`config.mk`:
```
export PLATFORM = sky130hd
export DESIGN_NAME = power_iter_ctrl
export DESIGN_NICKNAME = d
export VERILOG_FILES = /design/src/rtl/power_iter_pkg.sv /design/src/rtl/power_iter_ctrl_mac_unit.sv /design/src/rtl/power_iter_ctrl.sv
export SDC_FILE = /design/constraint.sdc
export NUM_CORES = 2
export LEC_CHECK = 0
export ABC_CLOCK_PERIOD_IN_PS = 51600
export CAP_MARGIN = 25
export CORE_AREA = 2 2 779 781
export DETAILED_ROUTE_END_ITERATION = 16
export DIE_AREA = 0 0 781 783
export PLACE_DENSITY = 0.38
export SYNTH_ARGS = -nofsm -noshare
export SYNTH_HDL_FRONTEND = slang
export SYNTH_SLANG_ARGS = --single-unit
```
`constraint.sdc`:
```
create_clock -name clk -period 51.6 [get_ports clk]
set_input_delay 10.32 -clock clk [delete_from_list [all_inputs] [get_ports clk]]
set_output_delay 10.32 -clock clk [all_outputs]
set_load 0.005 [all_outputs]
```
`src/rtl/power_iter_pkg.sv`:
```
// Shared types and arithmetic helpers for the power-iteration controller.
package power_iter_pkg;

  // Working width for the helper functions; covers the widest accumulator in use.
  localparam int MAX_W = 128;

  typedef enum logic [2:0] {
    S_IDLE,
    S_LOAD,
    S_MULT,
    S_CHECK,
    S_UPDATE,
    S_DONE
  } state_t;

  function automatic int acc_width(input int data_w, input int size_n);
    return 2 * data_w + $clog2(size_n);
  endfunction

  // Clamp a sign-extended value into the signed range of a dw-bit word.
  function automatic logic signed [MAX_W-1:0] saturate(input logic signed [MAX_W-1:0] v,
                                                       input int dw);
    logic signed [MAX_W-1:0] one, hi, lo;
    one = {{(MAX_W-1){1'b0}}, 1'b1};
    hi  = (one <<< (dw - 1)) - one;
    lo  = ~hi;
    if (v > hi) return hi;
    if (v < lo) return lo;
    return v;
  endfunction

  function automatic logic [MAX_W-1:0] abs_diff(input logic signed [MAX_W-1:0] a,
                                                input logic signed [MAX_W-1:0] b);
    logic signed [MAX_W-1:0] d;
    d = a - b;
    return (d < 0) ? -d : d;
  endfunction

endpackage

```
`src/rtl/power_iter_ctrl_mac_unit.sv`:
```
// Signed multiply-accumulate with row clear and shift-then-saturate result.
module mac_unit
  import power_iter_pkg::*;
#(
  parameter int DATA_W = 24,
  parameter int ACC_W  = 51
) (
  input  logic                     clk,
  input  logic                     rst,
  input  logic                     en_i,
  input  logic                     clr_i,
  input  logic signed [DATA_W-1:0] a_i,
  input  logic signed [DATA_W-1:0] b_i,
  input  logic        [4:0]        shift_i,
  output logic signed [DATA_W-1:0] res_o
);

  logic signed [2*DATA_W-1:0] a_x, b_x, prod;
  logic signed [ACC_W-1:0]    acc_q, acc_d, shifted;

  always_comb begin
    a_x     = {{DATA_W{a_i[DATA_W-1]}}, a_i};
    b_x     = {{DATA_W{b_i[DATA_W-1]}}, b_i};
    prod    = a_x * b_x;
    // The sum including this cycle's product, so the row result is ready on the last column.
    acc_d   = (clr_i ? '0 : acc_q) + {{(ACC_W-2*DATA_W){prod[2*DATA_W-1]}}, prod};
    shifted = acc_d >>> shift_i;
    res_o   = DATA_W'(saturate({{(MAX_W-ACC_W){shifted[ACC_W-1]}}, shifted}, DATA_W));
  end

  always_ff @(posedge clk or posedge rst) begin
    if (rst)       acc_q <= '0;
    else if (en_i) acc_q <= acc_d;
  end

endmodule

```
`src/rtl/power_iter_ctrl.sv`:
```
// Power-iteration controller: repeated v <- sat((A*v) >>> shift) until convergence or limit.
// Optional abort input is enabled by defining POWER_ITER_ABORT_EN.
module power_iter_ctrl
  import power_iter_pkg::*;
#(
  parameter int SIZE_N = 8,
  parameter int DATA_W = 24,
  parameter int ITER_W = 8
) (
  input  logic                              clk,
  input  logic                              rst,
  input  logic                              start,
  input  logic [SIZE_N*SIZE_N*DATA_W-1:0]   matrix,
  input  logic [SIZE_N*DATA_W-1:0]          vec_init,
  input  logic [ITER_W-1:0]                 max_iter,
  input  logic [DATA_W-1:0]                 tol,
  input  logic [4:0]                        shift,
`ifdef POWER_ITER_ABORT_EN
  input  logic                              abort,
`endif
  output logic                              busy,
  output logic                              done,
  output logic [SIZE_N*DATA_W-1:0]          vec_out,
  output logic [ITER_W-1:0]                 iter_count,
  output logic                              converged,
  output logic                              timeout
);

  localparam int ACC_W = acc_width(DATA_W, SIZE_N);
  localparam int IDX_W = $clog2(SIZE_N);
  localparam logic [IDX_W-1:0] LAST = IDX_W'(SIZE_N - 1);

  state_t                          state_q, state_d;
  logic [IDX_W-1:0]                row_q, col_q;
  logic [ITER_W-1:0]               iter_q, iter_nx, max_iter_q;
  logic                            conv_q, tmo_q, mism_q;
  logic [SIZE_N*DATA_W-1:0]        vec_out_q, cur_q, cur_d, nxt_q;
  logic [SIZE_N*SIZE_N*DATA_W-1:0] mat_q;
  logic [DATA_W-1:0]               tol_q;
  logic [4:0]                      shift_q;
  logic                            abort_s, col_end, last_iter, elem_miss;
  logic signed [DATA_W-1:0]        mac_a, cur_e, nxt_e, mac_res;

`ifdef POWER_ITER_ABORT_EN
  assign abort_s = abort;
`else
  assign abort_s = 1'b0;
`endif

  always_comb begin
    iter_nx   = iter_q + ITER_W'(1);
    last_iter = (iter_nx == max_iter_q);
    col_end   = (col_q == LAST);
    mac_a     = mat_q[(int'(row_q) * SIZE_N + int'(col_q)) * DATA_W +: DATA_W];
    cur_e     = cur_q[int'(col_q) * DATA_W +: DATA_W];
    nxt_e     = nxt_q[int'(col_q) * DATA_W +: DATA_W];
    elem_miss = abs_diff({{(MAX_W-DATA_W){nxt_e[DATA_W-1]}}, nxt_e},
                         {{(MAX_W-DATA_W){cur_e[DATA_W-1]}}, cur_e}) > MAX_W'(tol_q);
    case (state_q)
      S_LOAD:   cur_d = vec_init;
      S_UPDATE: cur_d = nxt_q;
      default:  cur_d = cur_q;
    endcase
  end

  mac_unit #(.DATA_W(DATA_W), .ACC_W(ACC_W)) u_mac (
    .clk     (clk),
    .rst     (rst),
    .en_i    (state_q == S_MULT),
    .clr_i   (col_q == '0),
    .a_i     (mac_a),
    .b_i     (cur_e),
    .shift_i (shift_q),
    .res_o   (mac_res)
  );

  always_ff @(posedge clk or posedge rst) begin
    if (rst) state_q <= S_IDLE;
    else     state_q <= state_d;
  end

  always_comb begin
    state_d = state_q;
    case (state_q)
      S_IDLE:   if (start) state_d = S_LOAD;
      S_LOAD:   state_d = (max_iter == '0) ? S_DONE : S_MULT;
      S_MULT:   if (col_end && row_q == LAST) state_d = S_CHECK;
      S_CHECK:  if (col_end) state_d = S_UPDATE;
      S_UPDATE: state_d = (!mism_q || last_iter) ? S_DONE : S_MULT;
      S_DONE:   state_d = S_IDLE;
      default:  state_d = S_IDLE;
    endcase
    if (abort_s && state_q inside {S_LOAD, S_MULT, S_CHECK, S_UPDATE}) state_d = S_DONE;
  end

  always_comb begin
    busy       = (state_q != S_IDLE);
    done       = (state_q == S_DONE);
    vec_out    = vec_out_q;
    iter_count = iter_q;
    converged  = conv_q;
    timeout    = tmo_q;
  end

  always_ff @(posedge clk or posedge rst) begin
    if (rst) begin
      row_q     <= '0;
      col_q     <= '0;
      iter_q    <= '0;
      conv_q    <= 1'b0;
      tmo_q     <= 1'b0;
      mism_q    <= 1'b0;
      vec_out_q <= '0;
    end else begin
      case (state_q)
        S_LOAD: begin
          row_q  <= '0;
          col_q  <= '0;
          iter_q <= '0;
          mism_q <= 1'b0;
          conv_q <= 1'b0;
          tmo_q  <= (max_iter == '0) && !abort_s;
        end
        S_MULT: begin
          col_q <= col_end ? '0 : col_q + 1'b1;
          if (col_end) row_q <= (row_q == LAST) ? '0 : row_q + 1'b1;
        end
        S_CHECK: begin
          col_q <= col_end ? '0 : col_q + 1'b1;
          if (elem_miss) mism_q <= 1'b1;
        end
        S_UPDATE: begin
          iter_q <= iter_nx;
          mism_q <= 1'b0;
          conv_q <= !mism_q && !abort_s;
          tmo_q  <= mism_q && last_iter && !abort_s;
        end
        default: ;
      endcase
      // Capture on entry so vec_out is already valid while done is high.
      if (state_d == S_DONE) vec_out_q <= cur_d;
    end
  end

  always_ff @(posedge clk) begin
    cur_q <= cur_d;
    if (state_q == S_LOAD) begin
      mat_q      <= matrix;
      max_iter_q <= max_iter;
      tol_q      <= tol;
      shift_q    <= shift;
    end
    if (state_q == S_MULT && col_end) nxt_q[int'(row_q) * DATA_W +: DATA_W] <= mac_res;
  end

endmodule

```
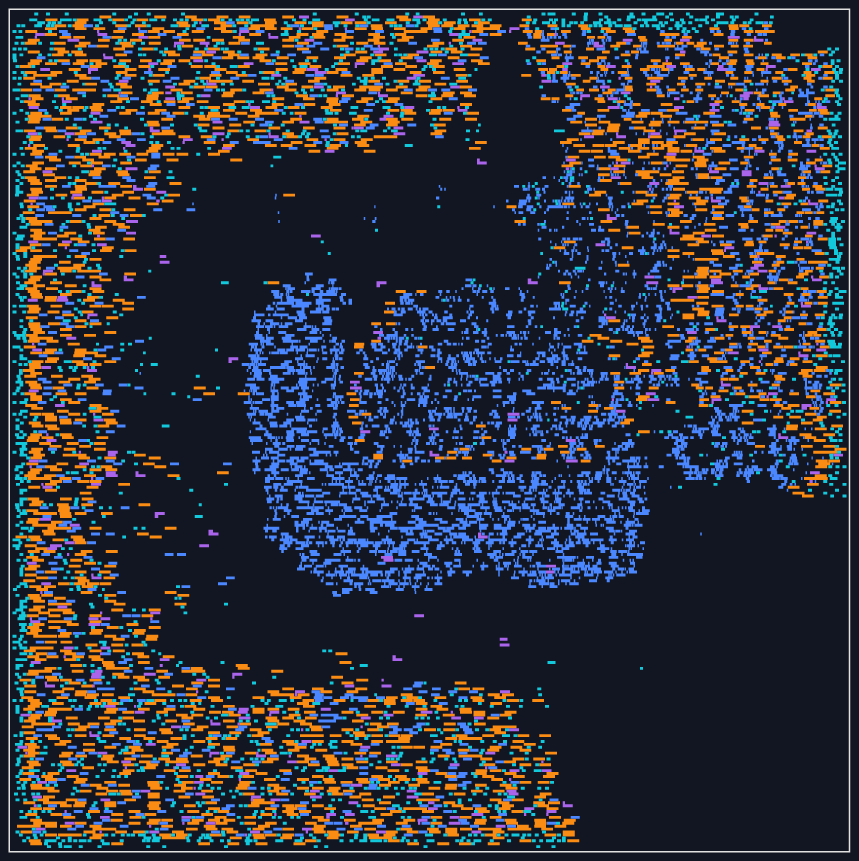
Fig. 1. Cells colored by class.
- cyan: other buffers and delay cells (cells 2,146; share of their area 14%)
- purple: clock drivers and dummy loads (cells 517; share of their area 6.3%)
- orange: flip-flops (cells 2,220; share of their area 43%)
- blue: all other logic (cells 5,737; share of their area 36%)
post-route cell area: 158,000 sq um
number of cell rows: 286
Layout Utilization: 26.1%
core footprint: 604,000 sq um
fraction of standard cell area that is sequential: 40.2%

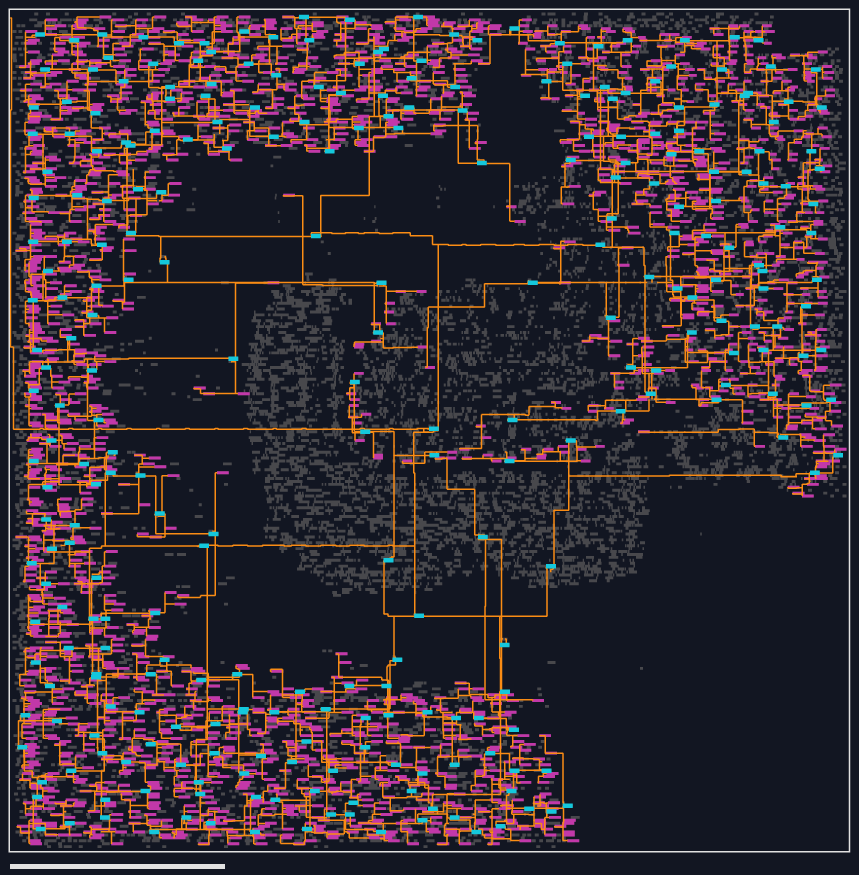
Fig. 2. Routed clock nets over the placement.
The bar under the picture is 200 um long.
- cyan: cells driving clock nets (count 286)
- orange: clock wires (length 38.6 mm)
- magenta: flip-flops (count 2,220)
- flops lie: widely spread
Latency at later pin: 990 ps

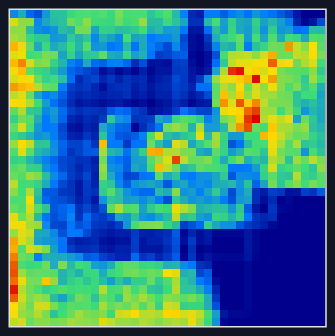
Fig. 3. Wire density map.
39 x 39 tiles, from dark blue (low) to red (high), scaled to the fullest tile. Values are wire area over tile area, all layers added.
- tiles over half the peak: 31%
- emptiest ninth of the die: bottom right
- densest ninth of the die: top right
- fullest tile: 0.47
number of vias after detailed routing: 83,200
post-DR wirelength/cell: 31.6 um
Final Routed Wirelength: 594,000 um

==> notes.md <==
Implementation results

The run finished with clean final reports. The count of buffers not belonging to the clock network in the layout is 2,146.

The buffering stage count on the worst path with inverters included is 9. The cell with the most instances after synthesis is edfxtp_1. The number of distinct standard cells referenced by the synthesized netlist is 102. Multi-input combinational cells in the finished layout were counted as 5,065. The via count of the first global-routing pass is 87,300. Counting buffers and inverters, the worst setup path is 51 cells deep.

After synthesis, the cell types taking the most area are edfxtp_1, mux4_2, fa_1. The required time of the critical path is 52,280 ps. The signal arrival time at the worst endpoint is 21,170 ps. The number of cells in Yosys stat is 8,425.

STA classifies the critical path startpoint as a flop. The final standard cell count with taps included and fillers excluded is 18,800. The final critical path takes up 39.7% of the cycle. The synthesized design contains 1,765 enable-type register cells. Per the synth stats, the proportion of register bits with asynchronous set or reset is 11.8%. The number of buffers inserted to repair setup after CTS is 0. The number of antenna violations at the first check in global routing is 412.

The fraction of final cell area spent on non-clock buffers in this run is 13.5%. The number of optimization iterations in the first detailed-route pass is 8. The routed length on met1 is 232,000 um. The start point of the worst hold path is cur_q[64].

The length in cells of the worst reg-to-reg path is 51. Summing the areas of all xor and xnor instances in the mapped netlist gives 1.26% of the synthesized area. The detailed router reports a met2 wire length of 298,000 um.

The count of buffers from port buffering is 1,971. The relative area change from synthesis to final layout is 33.3%. The area reported by Yosys stat is 118,000 sq um.

Per the final timing report, the hold violations number 0. Of the cells placed in the final design, the portion with a size suffix greater than 1 is 14.7%. The remaining max-slew budget at the tightest pin is 15.0%. STA reports a reg2reg setup slack of 31,110 ps.

In the final design database the tool counted 13,000 nets. Summed over all layers, the global routing overflow is 0. The worst min-delay path endpoint is cur_q[64]. The core utilization at floorplan is 19.6%. Among all stages on the critical path, the largest delay is contributed by a32oi_1. Of all the cell area in the finished design, the clock network holds 5.93%. Per the placement report, the placed cell count is 18,200. Per the OpenROAD floorplan log, the height of the die is 783 um.

According to the hold report, the worst path is of the reg2reg type. The maximum net fanout on the critical path is 44. The sequential standard cell area is 63,400 sq um.

The per-cell via count in the routed design is 4.42. After synthesis, the largest area contributor takes up 44.8% of total cell area.
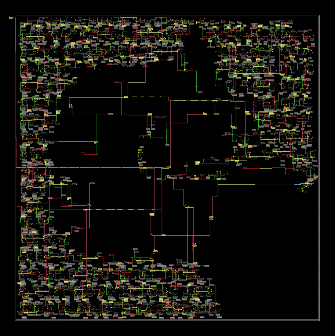
Fig. 4. Clock nets.
number of sequential cells in the layout: 2,220
Worst Skew: 96.9 ps
CTS Buf Count: 286
clock tree sinks: 2,220
clock tree buffer count of the final layout: 360

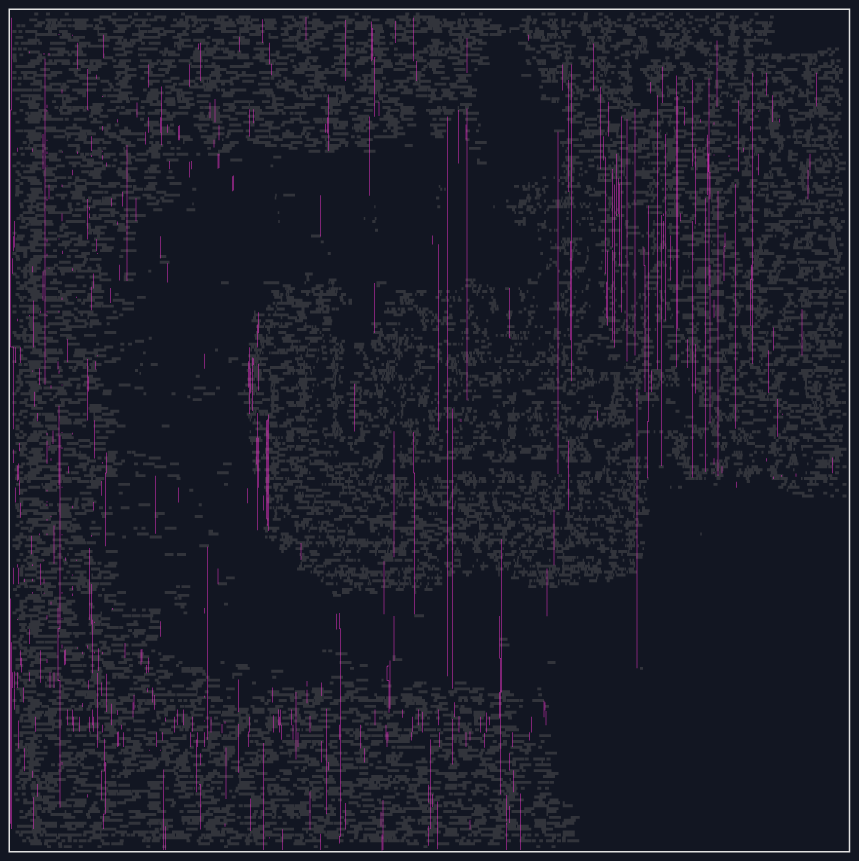
Fig. 5. The metal 4 layer.
Cells faint in the background.
- share of all routed wire: 2.9%
- wire length on this layer: 17,200 um
- longest straight run: 521 um
- nets with wire on the layer: 350
- main direction: vertical

